<file path="config.mk">
export PLATFORM = sky130hd
export DESIGN_NAME = parallel_serializer_flat
export DESIGN_NICKNAME = d
export VERILOG_FILES = /design/src/rtl/serdes_pkg.sv /design/src/rtl/parallel_serializer_if.sv /design/src/rtl/serializer_word_mux.sv /design/src/rtl/parallel_serializer.sv /design/src/flat_wrapper.sv
export SDC_FILE = /design/constraint.sdc
export NUM_CORES = 1
export LEC_CHECK = 0
export CORE_ASPECT_RATIO = 0.5
export CORE_MARGIN = 1
export CORE_UTILIZATION = 50
export DETAILED_ROUTE_END_ITERATION = 6
export HOLD_SLACK_MARGIN = 0.1
export PLACE_DENSITY = 0.79
export SETUP_SLACK_MARGIN = 0.15
export SLEW_MARGIN = 20
export SYNTH_ARGS = -nofsm -noshare
export SYNTH_HDL_FRONTEND = slang
export SYNTH_HIERARCHICAL = 1
export SYNTH_SLANG_ARGS = --single-unit
</file>
<file path="constraint.sdc">
create_clock -name clk -period 4.4 [get_ports clk]
set_input_delay 0.88 -clock clk [delete_from_list [all_inputs] [get_ports clk]]
set_output_delay 0.88 -clock clk [all_outputs]
set_load 0.005 [all_outputs]
</file>
<file path="src/rtl/serdes_pkg.sv">
// Shared definitions for the SERDES serializer/deserializer datapath.
//   ser_state_t : serializer FSM states (IDLE, SEND)
//   cnt_w()     : width of the word counter for a given words-per-message
package serdes_pkg;

    typedef enum logic [0:0] {
        IDLE = 1'b0,
        SEND = 1'b1
    } ser_state_t;

    // Counter width for n words; never narrower than one bit.
    function automatic int cnt_w(input int n);
        return (n > 1) ? $clog2(n) : 1;
    endfunction

endpackage

</file>
<file path="src/rtl/parallel_serializer_if.sv">
// Valid/ready stream of W-bit messages.
//   val : producer has a message
//   rdy : consumer can take it (transfer when val & rdy at posedge clk)
//   msg : message payload
// Modports: master = producer side, slave = consumer side.
interface parallel_serializer_if #(
    parameter int W = 32
) ();
    logic         val;
    logic         rdy;
    logic [W-1:0] msg;

    modport master (output val, output msg, input rdy);
    modport slave  (input val, input msg, output rdy);
endinterface

</file>
<file path="src/rtl/serializer_word_mux.sv">
// Combinational N_SAMPLES:1 selector of BIT_WIDTH-bit words out of a packed
// message (word i at words[i*BIT_WIDTH +: BIT_WIDTH]).
//   words : packed parallel message
//   sel   : index of the word to present
//   word  : selected word (zero for an out-of-range index)
module serializer_word_mux
    import serdes_pkg::*;
#(
    parameter int BIT_WIDTH = 32,
    parameter int N_SAMPLES = 8,
    parameter int CNT_W     = cnt_w(N_SAMPLES)
) (
    input  logic [BIT_WIDTH*N_SAMPLES-1:0] words,
    input  logic [CNT_W-1:0]               sel,
    output logic [BIT_WIDTH-1:0]           word
);

    always_comb begin
        // NOTE: assign a default before the loop so every path drives word; no latch.
        word = '0;
        for (int i = 0; i < N_SAMPLES; i++) begin
            if (sel == CNT_W'(i)) word = words[i*BIT_WIDTH +: BIT_WIDTH];
        end
    end

endmodule

</file>
<file path="src/rtl/parallel_serializer.sv">
// Parallel-to-serial stage: takes one N_SAMPLES-word message on recv and
// emits its words on send, word 0 first.
//   clk   : clock, all state on posedge
//   reset : synchronous, active-low
//   recv  : slave stream, BIT_WIDTH*N_SAMPLES-bit parallel messages
//   send  : master stream, BIT_WIDTH-bit serial words
// Build option: define SERIALIZER_OVERLAP_EN to accept the next message in
// the same cycle as the last word leaves (no IDLE bubble between messages).
module parallel_serializer
    import serdes_pkg::*;
#(
    parameter int BIT_WIDTH = 32,
    parameter int N_SAMPLES = 8
) (
    input  logic                   clk,
    input  logic                   reset,
    parallel_serializer_if.slave   recv,
    parallel_serializer_if.master  send
);

    localparam int CNT_W = cnt_w(N_SAMPLES);
    localparam logic [CNT_W-1:0] LAST = CNT_W'(N_SAMPLES - 1);

    ser_state_t                     state;
    logic [CNT_W-1:0]               count;
    logic [BIT_WIDTH*N_SAMPLES-1:0] buffer;
    logic [BIT_WIDTH-1:0]           cur_word;
    logic                           last_word;
    logic                           recv_fire;
    logic                           send_fire;

    assign last_word = (count == LAST);

    // Outputs decode the registered state; reset forces them low at once.
`ifdef SERIALIZER_OVERLAP_EN
    assign recv.rdy = reset && ((state == IDLE) ||
                                (state == SEND && last_word && send.rdy));
`else
    assign recv.rdy = reset && (state == IDLE);
`endif
    assign send.val = reset && (state == SEND);
    assign send.msg = reset ? cur_word : '0;

    assign recv_fire = recv.val && recv.rdy;
    assign send_fire = send.val && send.rdy;

    serializer_word_mux #(
        .BIT_WIDTH (BIT_WIDTH),
        .N_SAMPLES (N_SAMPLES),
        .CNT_W     (CNT_W)
    ) u_word_mux (
        .words (buffer),
        .sel   (count),
        .word  (cur_word)
    );

    // NOTE: all state uses non-blocking assignments so every register sees
    // the pre-edge values; the buffer is reset because it drives send_msg.
    always_ff @(posedge clk) begin
        if (!reset) begin
            state  <= IDLE;
            count  <= '0;
            buffer <= '0;
        end else begin
            case (state)
                IDLE: begin
                    if (recv_fire) begin
                        buffer <= recv.msg;
                        count  <= '0;
                        state  <= SEND;
                    end
                end
                SEND: begin
                    if (send_fire) begin
                        if (!last_word) begin
                            count <= count + CNT_W'(1);
                        end else if (recv_fire) begin
                            // Only reachable with overlap: chain straight into
                            // the next message without an IDLE cycle.
                            buffer <= recv.msg;
                            count  <= '0;
                        end else begin
                            count <= '0;
                            state <= IDLE;
                        end
                    end
                end
                default: begin
                    state <= IDLE;
                    count <= '0;
                end
            endcase
        end
    end

endmodule

</file>
<file path="src/flat_wrapper.sv">
// flat-port wrapper written by rule: the top's interface ports become plain ports
module parallel_serializer_flat import serdes_pkg::*;
#(
    parameter int BIT_WIDTH = 32,
    parameter int N_SAMPLES = 8
)
  (clk, reset, recv_val, recv_msg, recv_rdy, send_val, send_msg, send_rdy);
  parallel_serializer_if #(.W((8)*(4))) recv_i ();
  parallel_serializer_if #(.W((8))) send_i ();
  input  logic clk;
  input  logic reset;
  input wire logic [$bits(recv_i.val)-1:0] recv_val;
  input wire logic [$bits(recv_i.msg)-1:0] recv_msg;
  output wire logic [$bits(recv_i.rdy)-1:0] recv_rdy;
  output wire logic [$bits(send_i.val)-1:0] send_val;
  output wire logic [$bits(send_i.msg)-1:0] send_msg;
  input wire logic [$bits(send_i.rdy)-1:0] send_rdy;
  assign recv_i.val = recv_val;
  assign recv_i.msg = recv_msg;
  assign recv_rdy = recv_i.rdy;
  assign send_val = send_i.val;
  assign send_msg = send_i.msg;
  assign send_i.rdy = send_rdy;
  parallel_serializer #(.BIT_WIDTH(BIT_WIDTH), .N_SAMPLES(N_SAMPLES)) u_core (.clk(clk), .reset(reset), .recv(recv_i), .send(send_i));
endmodule
</file>
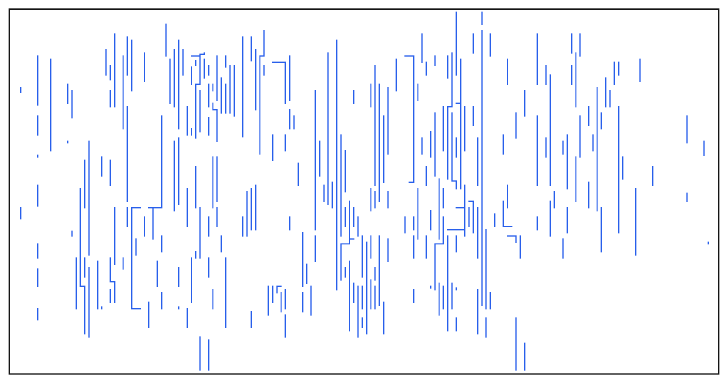
**Above:** signal wires on met2.
The longest straight run is 29.6 µm. The layer holds 41% of the routed length. The layer carries 1050 µm of wire.
met2 usage: 29.3%
Routed WL: 2560 µm
total vias in the final route: 1254

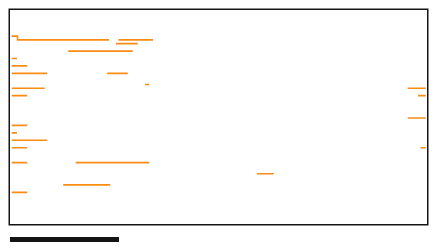
**Above:** the metal 3 layer.
The bar under the picture is 20 µm long.
The wires run mostly horizontal. The longest straight run is 16.6 µm. The layer holds 4.3% of the routed length.
M3 GR Usage: 3.53%

==> summary.txt <==
Purpose: to document the outcome of synthesis and place and route.

STA
OpenROAD reports that the post-layout worst path occupies 78.2% of the period. The final-report max-slew violation count is 0.

Worst setup path
The buffer-and-inverter tally for the worst setup path is 2. The dominant delay contributor by cell family on the critical path is buffers and inverters. In this run the register-to-register setup slack is 2.88 ns. The arrival time reported for the critical path endpoint is 2.56 ns.

For the worst flop-to-flop path, the logic depth is 4.

Floorplan
The initial standard-cell utilization of the core is 53.0%. The die is 76.3 µm wide. In this run the standard cell core region covers 2600 µm².

Cells and area
The number of fill cells in the layout is 254. The antenna cell count is 0. The layout cell share with drive strength beyond 1 is 4.60%.

Worst hold path
In the hold timing report, the worst path depth is 2.

Placement
The number of port buffers is 21.

Clock tree
The total of hold buffers inserted after clock tree synthesis is 0. At the later pin of the worst-skew pair, clock insertion delay measures 0.24 ns. Per the CTS log, the buffer count on the longest clock path is 2.

Power and ir drop
In this run the static leakage power is 0.000665 µW.

Drt
The pre-antenna-repair detailed-routing pass consisted of 4 iterations.

Logic synthesis
Synthesis produced a netlist whose cell count is 191. During synthesis, Yosys emitted a total of 6 warnings.

Status
The flow ran to the end, and the final reports show no timing, DRC or antenna violations.

Global routing
Per the GRT congestion report, total overflow comes to 0.
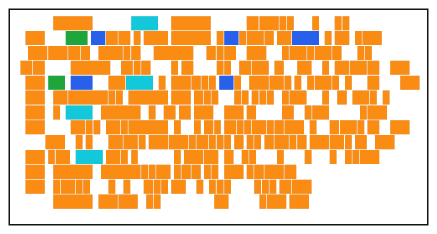
**Above:** cell sizes after repair.
Key: _2 cells = green [cells 2, share 0.84%]; _6 and larger = cyan [cells 4, share 1.7%]; _0 and _1 cells = orange [cells 228, share 95%]; _3 and _4 cells = blue [cells 5, share 2.1%]
Final Worst Setup Slack: 0.961 ns
total non-filler cell area in the finished layout: 1680 µm²
number of signal-net buffers in the layout: 24
layout overhead on the synthesized area: 21.8%

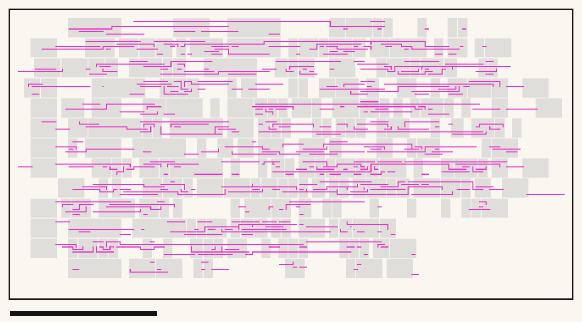
**Above:** met1 routing.
The bar under the picture is 20 µm long. Cells faint in the background.
The layer carries 1380 µm of wire. 215 nets have wire on it. The wires run mostly horizontal. The longest straight run is 30.4 µm.
met1 global-route usage: 23.5%

## state kept, by name (all words and copies together), names as in the netlist
signal         cells
u_core/state       1
u_core/count       3
u_core/buffer      8
## report_power, final
part           internal (µW)  switching, µW
logic                   47.4           37.8
registers                114           7.00
clock network           79.0           40.1
total                    241           85.0
## through the flow
step / instance area, µm² / setup WS [ns] / std cells
2_1_floorplan: 1600 / 2.17 / 251
3_3_place_gp: 1620 / 1.12 / 272
3_5_place_dp: 1620 / 1.11 / 272
4_1_cts: 1680 / 0.960 / 276
5_1_grt: 1680 / 0.800 / 276
6_report: 1680 / 0.961 / 276
## area by class of cell
class / instances / area [µm²] / share of cell area, %
multi-input cells: 199 / 1100 / 65.8
well taps: 37 / 46.3 / 2.76
flip-flops and latches: 12 / 240 / 14.3
clock buffers: 4 / 55.1 / 3.28
repair buffers: 24 / 233 / 13.9
## metal layers
metal,global-route usage (%),routed length (µm)
met4,5.77,20
met5,0,0
met2,29.3,1050
met3,3.53,109
met1,23.5,1380
## tightest hold or removal path: stages, from the launching register on
cell and delay (ns):
sky130_fd_sc_hd__dfxtp_1 0.31, sky130_fd_sc_hd__nand2_1 0.05, sky130_fd_sc_hd__a21boi_1 0.05
## cells in the final DEF (no fill, tap or decap)
master	n
sky130_fd_sc_hd__nand4b_1	1
sky130_fd_sc_hd__a21boi_1	8
sky130_fd_sc_hd__mux2i_1	16
sky130_fd_sc_hd__and2_1	10
sky130_fd_sc_hd__a221oi_1	5
sky130_fd_sc_hd__and2b_1	1
sky130_fd_sc_hd__conb_1	61
sky130_fd_sc_hd__buf_4	3
sky130_fd_sc_hd__o21ai_1	9
sky130_fd_sc_hd__o31a_1	5
sky130_fd_sc_hd__mux2_2	1
sky130_fd_sc_hd__nor2b_1	2
sky130_fd_sc_hd__nor2b_4	1
sky130_fd_sc_hd__o22ai_1	1
sky130_fd_sc_hd__nand2_1	36
sky130_fd_sc_hd__o211ai_1	6
sky130_fd_sc_hd__nor2_1	6
sky130_fd_sc_hd__nand4_1	2
sky130_fd_sc_hd__a31oi_1	1
sky130_fd_sc_hd__ha_1	2
sky130_fd_sc_hd__dfxtp_1	12
sky130_fd_sc_hd__a22oi_1	5
sky130_fd_sc_hd__clkdlybuf4s50_1	21
sky130_fd_sc_hd__or2_0	5
sky130_fd_sc_hd__a21oi_1	10
sky130_fd_sc_hd__or2b_4	1
sky130_fd_sc_hd__clkbuf_8	4
sky130_fd_sc_hd__o21ai_0	3
sky130_fd_sc_hd__nor2b_2	1
## worst max path at each step
stage,from,end,slack (ns),cells past startpoint
floorplan,reset,send_msg[0],2.17,3
global placement,reset,send_msg[7],1.12,3
detailed placement,reset,send_msg[0],1.11,3
CTS,u_core/count[1],send_msg[0],0.96,7
global route,u_core/count[1],send_msg[0],0.80,7
finish,u_core/count[1],send_msg[0],0.96,7
Power and IR drop assume default switching activity.
